Fig. 1: run 1, nets reached from selected ports
Scale bar: 50 um.
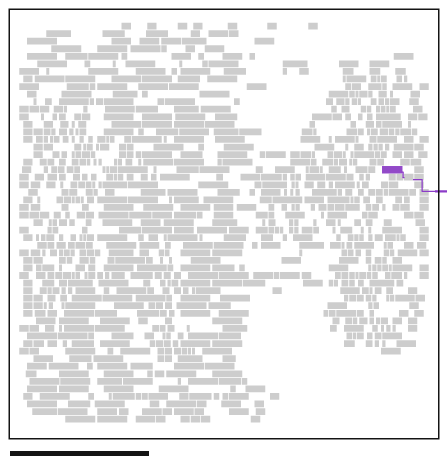
Fig. 2: run 1, routed metal, one colour a layer
Only two layers are drawn.
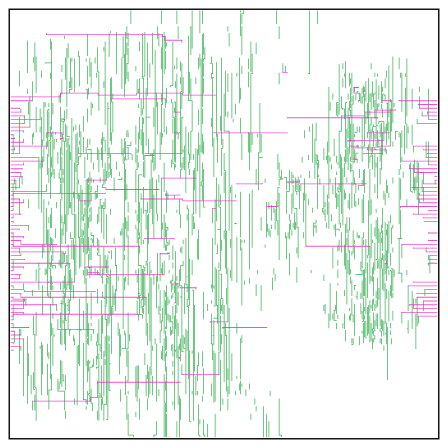
Fig. 3: run 1, where the registers sit
Scale bar: 50 um. Other sequential cells in the stronger grey, the rest of the logic in the fainter grey.
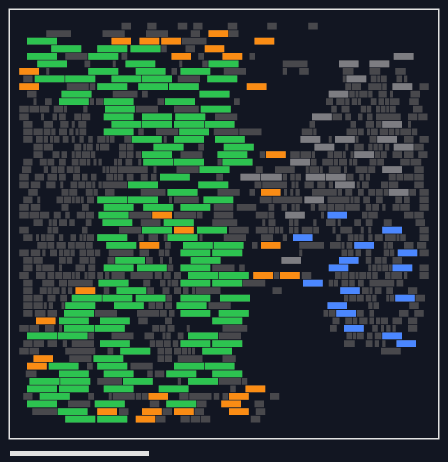
Fig. 4: run 1, signal wires on met1
Scale bar: 50 um. Supply wires on this layer in grey. Cells faint in the background.
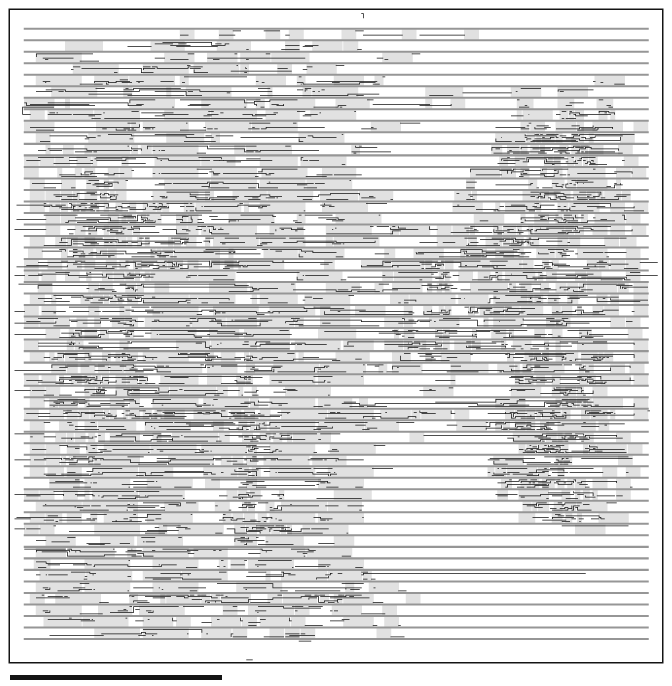
<file path="config.mk">
export PLATFORM = sky130hd
export DESIGN_NAME = branch_redirect_unit
export DESIGN_NICKNAME = d
export VERILOG_FILES = /design/src/rtl/branch_redirect_unit.sv
export SDC_FILE = /design/constraint.sdc
export NUM_CORES = 1
export LEC_CHECK = 0
export CAP_MARGIN = 0
export CORE_MARGIN = 3
export CORE_UTILIZATION = 40
export CTS_CLUSTER_SIZE = 30
export DETAILED_ROUTE_END_ITERATION = 10
export HOLD_SLACK_MARGIN = 0.15
export PLACE_DENSITY = 0.7
export SLEW_MARGIN = 10
export SYNTH_ARGS = -nofsm -noshare
export SYNTH_HDL_FRONTEND = slang
export SYNTH_SLANG_ARGS = --single-unit
export TNS_END_PERCENT = 20
</file>
<file path="constraint.sdc">
create_clock -name clk -period 2.4 [get_ports clk]
set_input_delay 0.48 -clock clk [delete_from_list [all_inputs] [get_ports clk]]
set_output_delay 0.48 -clock clk [all_outputs]
set_load 0.01 [all_outputs]
</file>
<file path="src/rtl/branch_redirect_unit.sv">
// rtl/branch_redirect_unit.sv - in-order predicted-branch log with mispredict redirect/flush
module branch_redirect_unit #(
  parameter int DEPTH = 4,
  parameter int AW    = 32,
  parameter int CW    = 16
) (
  input  logic          clk,
  input  logic          rst,
  input  logic          stall,
  input  logic          pred_valid,
  input  logic          pred_taken,
  input  logic [AW-1:0] pred_pc,
  input  logic [AW-1:0] pred_target,
  input  logic [1:0]    res_code,
  output logic          redirect,
  output logic [AW-1:0] redirect_pc,
  output logic          flush,
  output logic          stall_req,
  output logic          err,
  output logic [CW-1:0] br_cnt,
  output logic [CW-1:0] miss_cnt
);

  localparam int PW = $clog2(DEPTH);
  localparam logic [PW:0] FULL = (PW+1)'(DEPTH);

  logic [AW-1:0] alt_mem [DEPTH];
  logic [PW-1:0] rd_ptr;
  logic [PW-1:0] wr_ptr;
  logic [PW:0]   count;

  logic          resolve;
  logic          do_pop;
  logic          mispredict;
  logic          push_req;
  logic          push_write;
  logic          err_set;
  logic [AW-1:0] alt_pc;

  // The alternate PC is what fetch needs if the prediction turns out wrong.
  assign alt_pc     = pred_taken ? (pred_pc + AW'(4)) : pred_target;

  assign resolve    = !stall && (res_code != 2'b10);
  assign do_pop     = resolve && (count != '0);
  assign mispredict = do_pop && res_code[0];

  // Pushes during a redirect cycle are wrong-path and silently dropped.
  assign push_req   = !stall && pred_valid && !redirect;
  assign push_write = push_req && !mispredict && ((count != FULL) || do_pop);
  assign err_set    = (resolve && (count == '0)) ||
                      (push_req && (count == FULL) && !do_pop);

  assign stall_req  = (count == FULL);

  always_ff @(posedge clk) begin
    if (push_write) begin
      alt_mem[wr_ptr] <= alt_pc;
    end
  end

  always_ff @(posedge clk) begin
    if (rst) begin
      rd_ptr      <= '0;
      wr_ptr      <= '0;
      count       <= '0;
      redirect    <= 1'b0;
      flush       <= 1'b0;
      redirect_pc <= '0;
      err         <= 1'b0;
      br_cnt      <= '0;
      miss_cnt    <= '0;
    end else begin
      redirect    <= mispredict;
      flush       <= mispredict;
      redirect_pc <= mispredict ? alt_mem[rd_ptr] : '0;

      if (err_set) begin
        err <= 1'b1;
      end
      if (do_pop && (br_cnt != '1)) begin
        br_cnt <= br_cnt + CW'(1);
      end
      if (mispredict && (miss_cnt != '1)) begin
        miss_cnt <= miss_cnt + CW'(1);
      end

      // A mispredict squashes every younger logged branch, including this cycle's push.
      if (mispredict) begin
        count  <= '0;
        rd_ptr <= wr_ptr;
      end else begin
        if (push_write) begin
          wr_ptr <= wr_ptr + PW'(1);
        end
        if (do_pop) begin
          rd_ptr <= rd_ptr + PW'(1);
        end
        if (push_write && !do_pop) begin
          count <= count + (PW+1)'(1);
        end else if (!push_write && do_pop) begin
          count <= count - (PW+1)'(1);
        end
      end
    end
  end

endmodule
</file>
==> flow_metrics.tcl, run 1 <==
# place-and-route summary
set metrics [dict create \
    outcome "finished clean" \
    grt.total_usage 0.174 \
    first_global_vias 6323 \
    final_layout_size_suffix_gt1_frac 0.192 \
    synth_area_leader_cell "edfxtp_1" \
    cts_setup_buffers 0 \
    hold_viol 0 \
    via_per_inst 5.46 \
    ys_async_sr_fraction 0 \
    r2r-end "count[2]" \
    dp_hpwl_um 14100 \
    edf_count 128 \
    common_cells "128 x edfxtp_1, 73 x dfxtp_1, 50 x nor2_1" \
    worstPathCellList "clkdlybuf4s50_1 > or3b_4 > a21o_1 > nor2_2 > ha_2 > inv_1 > fa_2 > xor2_1 > nor2_1 > xnor2_1 > nor3_1" \
    first_iter_violations 271 \
    gr-total-overflow 0 \
    grt_pass1_wl_um 33800 \
    syn-num-nets 762 \
    hold_end "err" \
    logic_area_sq_mm 0.00323 \
    skew_ns 0.0213 \
    slowest_delay_ns 0.48 \
    crit_type "in2reg" \
    worstPathBufferInverterCount 2 \
    cp.required_ns 2.78 \
    stdcell_count 1180 \
    arrival_ns 2.69 \
    final_nets 969 \
    period_used_share 0.964 \
    clock_latency_ns 0.52 \
    fp.dieH_um 154 \
    aoi_share 0.0675 \
    hp-class "reg2reg" \
    synthAdderAreaFrac 0.0137 \
]
Notes on Fig. 1 above:
err -> purple  # bits 1, direction output, edge east, end cells 1, buffers 1, wire 15.7 um

Notes on Fig. 2 above:
metal 2 -> green  # wire length 9540 um
metal 3 -> magenta  # wire length 1470 um

Notes on Fig. 3 above:
redirect_pc -> orange  # placed flops 32
alt_mem -> green  # placed flops 128
miss_cnt -> blue  # placed flops 16
not coloured = 25

Notes on Fig. 4 above:
share of all routed wire = 45%
main direction = horizontal

## run 1: final cells by class
cell class              count  share of cell area
well taps                 275              0.0293
flip-flops and latches    201               0.452
multi-input cells         428               0.275
clock buffers              32              0.0526
clock inverters             8             0.00948
inverters                  16             0.00511
repair buffers            220               0.177
## run 1: worst max path at each step
stage	end	slack, ns	cells after the start
after floorplan	alt_mem[1][0]	-0.08	3
after global routing	count[2]	-0.02	11
after global placement	count[2]	-0.45	11
final	count[2]	0.09	11
after CTS	count[2]	0.02	11
after detailed placement	count[2]	-0.46	11
## run 1: cells in the final DEF (no fill, tap or decap), drive strengths merged, types with 4 or more instances in the layout
| cell type | netlist | final |
|---|---|---|
| a21oi | 25 | 25 |
| a31oi | 20 | 20 |
| and2 | 5 | 5 |
| and3 | 43 | 43 |
| buf | 8 | 83 |
| clkbuf | 29 | 32 |
| clkdlybuf4s50 | 0 | 137 |
| clkinv | 1 | 7 |
| dfxtp | 73 | 73 |
| edfxtp | 128 | 128 |
| ha | 8 | 8 |
| inv | 15 | 15 |
| mux2 | 16 | 16 |
| mux4 | 32 | 32 |
| nand2 | 29 | 29 |
| nand3 | 28 | 28 |
| nand4 | 16 | 16 |
| nor2 | 50 | 50 |
| nor2b | 15 | 15 |
| nor3 | 18 | 18 |
| nor4 | 14 | 14 |
| o21ai | 12 | 12 |
| o31ai | 16 | 16 |
| or2 | 4 | 4 |
| or3 | 6 | 6 |
| or4 | 23 | 23 |
| xnor2 | 9 | 9 |
| xor2 | 6 | 6 |
## run 1: sequential cells by signal (all words and copies together) (netlist names)
| name | count |
|---|---|
| alt_mem | 128 |
| redirect_pc | 32 |
| br_cnt | 16 |
| miss_cnt | 16 |
| count | 3 |
| rd_ptr | 2 |
| wr_ptr | 2 |
| err | 1 |
| flush | 1 |
## run 1: cells by family after synthesis
family                     count (synthesis)
DFF                                      201
buffers and inverters                     53
and+or+nand+nor                          261
muxes                                     51
AOI/OAI and AO/OA                         92
adders and majority gates                  9
xor gates and xnor gates                  15
## run 1: report_power, final
| part | switching (uW) | internal [uW] | leakage, uW |
|---|---|---|---|
| Sequential | 90.6 | 3880 | 0.00175 |
| Combinational | 615 | 694 | 0.00199 |
| Clock | 1330 | 2010 | 0.000353 |
| Total | 2030 | 6590 | 0.00409 |
## run 1: worst register-to-register path, cell delays in order (launching register included)
cell	delay [ns]
dfxtp_1	0.37
or3_1	0.38
and2_1	0.17
nor2_2	0.09
ha_2	0.18
inv_1	0.05
fa_2	0.34
xor2_1	0.16
nor2_1	0.13
xnor2_1	0.13
nor3_1	0.05
## run 1: timing repair
item                                    CTS  global route
pin swaps                                 1             3
resized                                   1             4
endpoints found under the setup margin    1             2
## run 1: per-stage QoR
stage / setup slack [ns] / cell area [sq um] / power, uW
after floorplan: -0.0763 / 8770 / 4730
after CTS: 0.0199 / 11700 / 8720
final: 0.0864 / 11700 / 8620
after global placement: -0.448 / 11000 / 5330
after global routing: -0.0217 / 11700 / 8990
after detailed placement: -0.465 / 11000 / 5350
## run 1: per-layer routing
metal / global-route usage / wire [um]
met1: 0.246 / 9390
met2: 0.277 / 9540
met3: 0.0397 / 1470
met4: 0.0357 / 360
met5: 0 / 0
==> inputs of run 2 (changes only) <==
--- a/config.mk
+++ b/config.mk
@@ -12,6 +12,7 @@
 export DETAILED_ROUTE_END_ITERATION = 10
 export HOLD_SLACK_MARGIN = 0.15
 export PLACE_DENSITY = 0.7
+export REMOVE_ABC_BUFFERS = 1
 export SLEW_MARGIN = 10
 export SYNTH_ARGS = -nofsm -noshare
 export SYNTH_HDL_FRONTEND = slang
==> run 2 against run 1 <==
Effect of this change:
- clock power hardly changed
- cell count grew 0.17%
- global-route usage about the same
- via count down 0.42%
- critical endpoint unchanged
- highest routed layer unchanged
==> flow_metrics.tcl, run 2 <==
# place-and-route summary
set metrics [dict create \
    outcome "finished clean" \
    crit_type "in2reg" \
    place_ws_ns -0.485 \
    first_iter_violations 394 \
    hp-class "reg2reg" \
    met3_length_um 1480 \
    ys_async_sr_fraction 0 \
    period_used_share 0.979 \
    grt.total_usage 0.174 \
    gr-total-overflow 0 \
    wl_met1_um 9300 \
    synth_area_leader_cell "edfxtp_1" \
    core_area_sq_mm 0.0213 \
    top_regs "alt_mem: 128 flops, redirect_pc: 32 flops" \
    grt_pass1_wl_um 33700 \
    cp.required_ns 2.78 \
    largest_reg_flops 128 \
    fp.dieH_um 154 \
    edf_count 128 \
    common_cells "128 x edfxtp_1, 73 x dfxtp_1, 50 x nor2_1" \
    synth_cells 682 \
    clock_latency_ns 0.53 \
    netlist_area_sq_mm 0.00876 \
    top_layer "met4" \
    arrival_ns 2.73 \
    skew_ns 0.0272 \
    met2_length_um 9540 \
    final_layout_size_suffix_gt1_frac 0.203 \
    top_register "alt_mem" \
    dp_hpwl_um 13900 \
    first_global_vias 6367 \
    mostFrequentLayoutCell "clkdlybuf4s50_1" \
    final_cell_mix "136 x clkdlybuf4s50_1, 128 x edfxtp_1, 78 x buf_4" \
    final_nets 971 \
    hold_viol 0 \
    via_per_inst 5.43 \
    p_total_uw 8670 \
]
[run 2: cell counts after synthesis]
Identical to the previous run, type by type.
[run 2: timing repair]
action | 4_1_cts | 5_1_grt
endpoints found under the setup margin | 1 | 16
endpoints found under the hold margin | 0 | 0
gates resized | 1 | 8
setup buffers | 0 | 0
[run 2: cell type report]
cell class / count / area [sq um] / area share
Tap cell: 275 / 344 / 0.0292
Multi-Input combinational cell: 428 / 3260 / 0.276
Sequential cell: 201 / 5310 / 0.450
Clock inverter: 5 / 76.3 / 0.00647
Inverter: 16 / 60.1 / 0.00509
Timing Repair Buffer: 222 / 2080 / 0.177
Clock buffer: 35 / 659 / 0.0559
[run 2: final timing paths]
| path | startpoint | end | slack [ns] |
|---|---|---|---|
| hold reg to reg | err | err | 0.47 |
| setup reg to reg | count[2] | count[2] | 0.14 |
| hold / removal | err | err | 0.47 |
| setup / recovery | pred_valid | count[2] | 0.05 |
[run 2: cell families (layout without fill, tap and decap cells)]
group,count (synthesis),count (layout),share of synthesized area
AND-OR/OR-AND,92,92,0.0675
XOR/XNOR,15,15,0.0150
adder cells (fa/ha/maj),9,9,0.0137
buffers and inverters,53,278,0.0281
flip-flops,201,201,0.605
multiplexers,51,51,0.106
AND/OR/NAND/NOR,261,261,0.164
[run 2: critical path: stages]
cell	delay [ns]
clkdlybuf4s50_1	0.47
or3b_4	0.38
a21o_1	0.18
nor2_1	0.13
ha_2	0.22
inv_1	0.05
fa_1	0.37
xor2_1	0.15
nor2_1	0.11
xnor2_1	0.13
nor3_1	0.06
[run 2: through the flow]
step / area, sq um / setup TNS (ns)
detailed placement: 11000 / -31.64
CTS: 11800 / 0
finish: 11800 / 0
global route: 11800 / -0.0172
global placement: 11000 / -28.57
floorplan: 8580 / -10.73
[run 2: metal layers]
| metal | track usage | vias up |
|---|---|---|
| li1 | - | 3068 |
| met1 | 0.249 | 3092 |
| met2 | 0.279 | 230 |
| met3 | 0.0324 | 31 |
| met4 | 0.0357 | 0 |
| met5 | 0 | - |
[run 2: report_power, final]
group          switching, uW  total (uW)  internal [uW]  leakage, uW
clock                   1370        3370           2000     0.000354
sequential              90.5        3970           3880      0.00175
combinational            623        1320            700      0.00201
total                   2080        8670           6590      0.00411
Fig. 5: run 2, where the registers sit
Scale bar: 50 um. Other sequential cells in the stronger grey, the rest of the logic in the fainter grey.
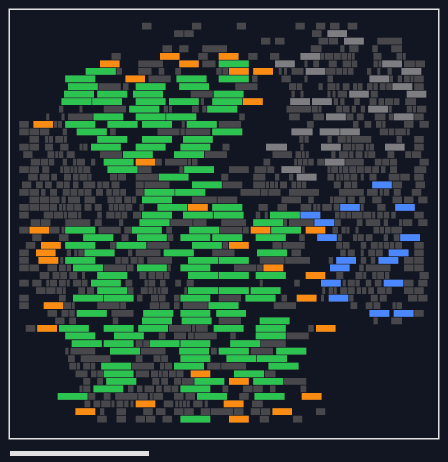
miss_cnt -> blue  # placed flops 16, where east
redirect_pc -> orange  # placed flops 32, where spread over the die
alt_mem -> green  # placed flops 128
not coloured = 25

Fig. 6: run 2, track usage over the die
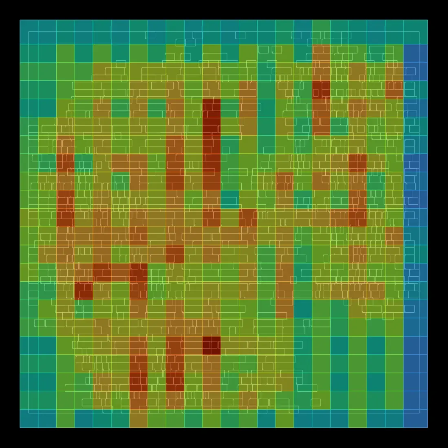
grt peak-use layer: met2
met1 Resource Use GR: 0.249

Power is estimated from default activity; no workload was simulated.
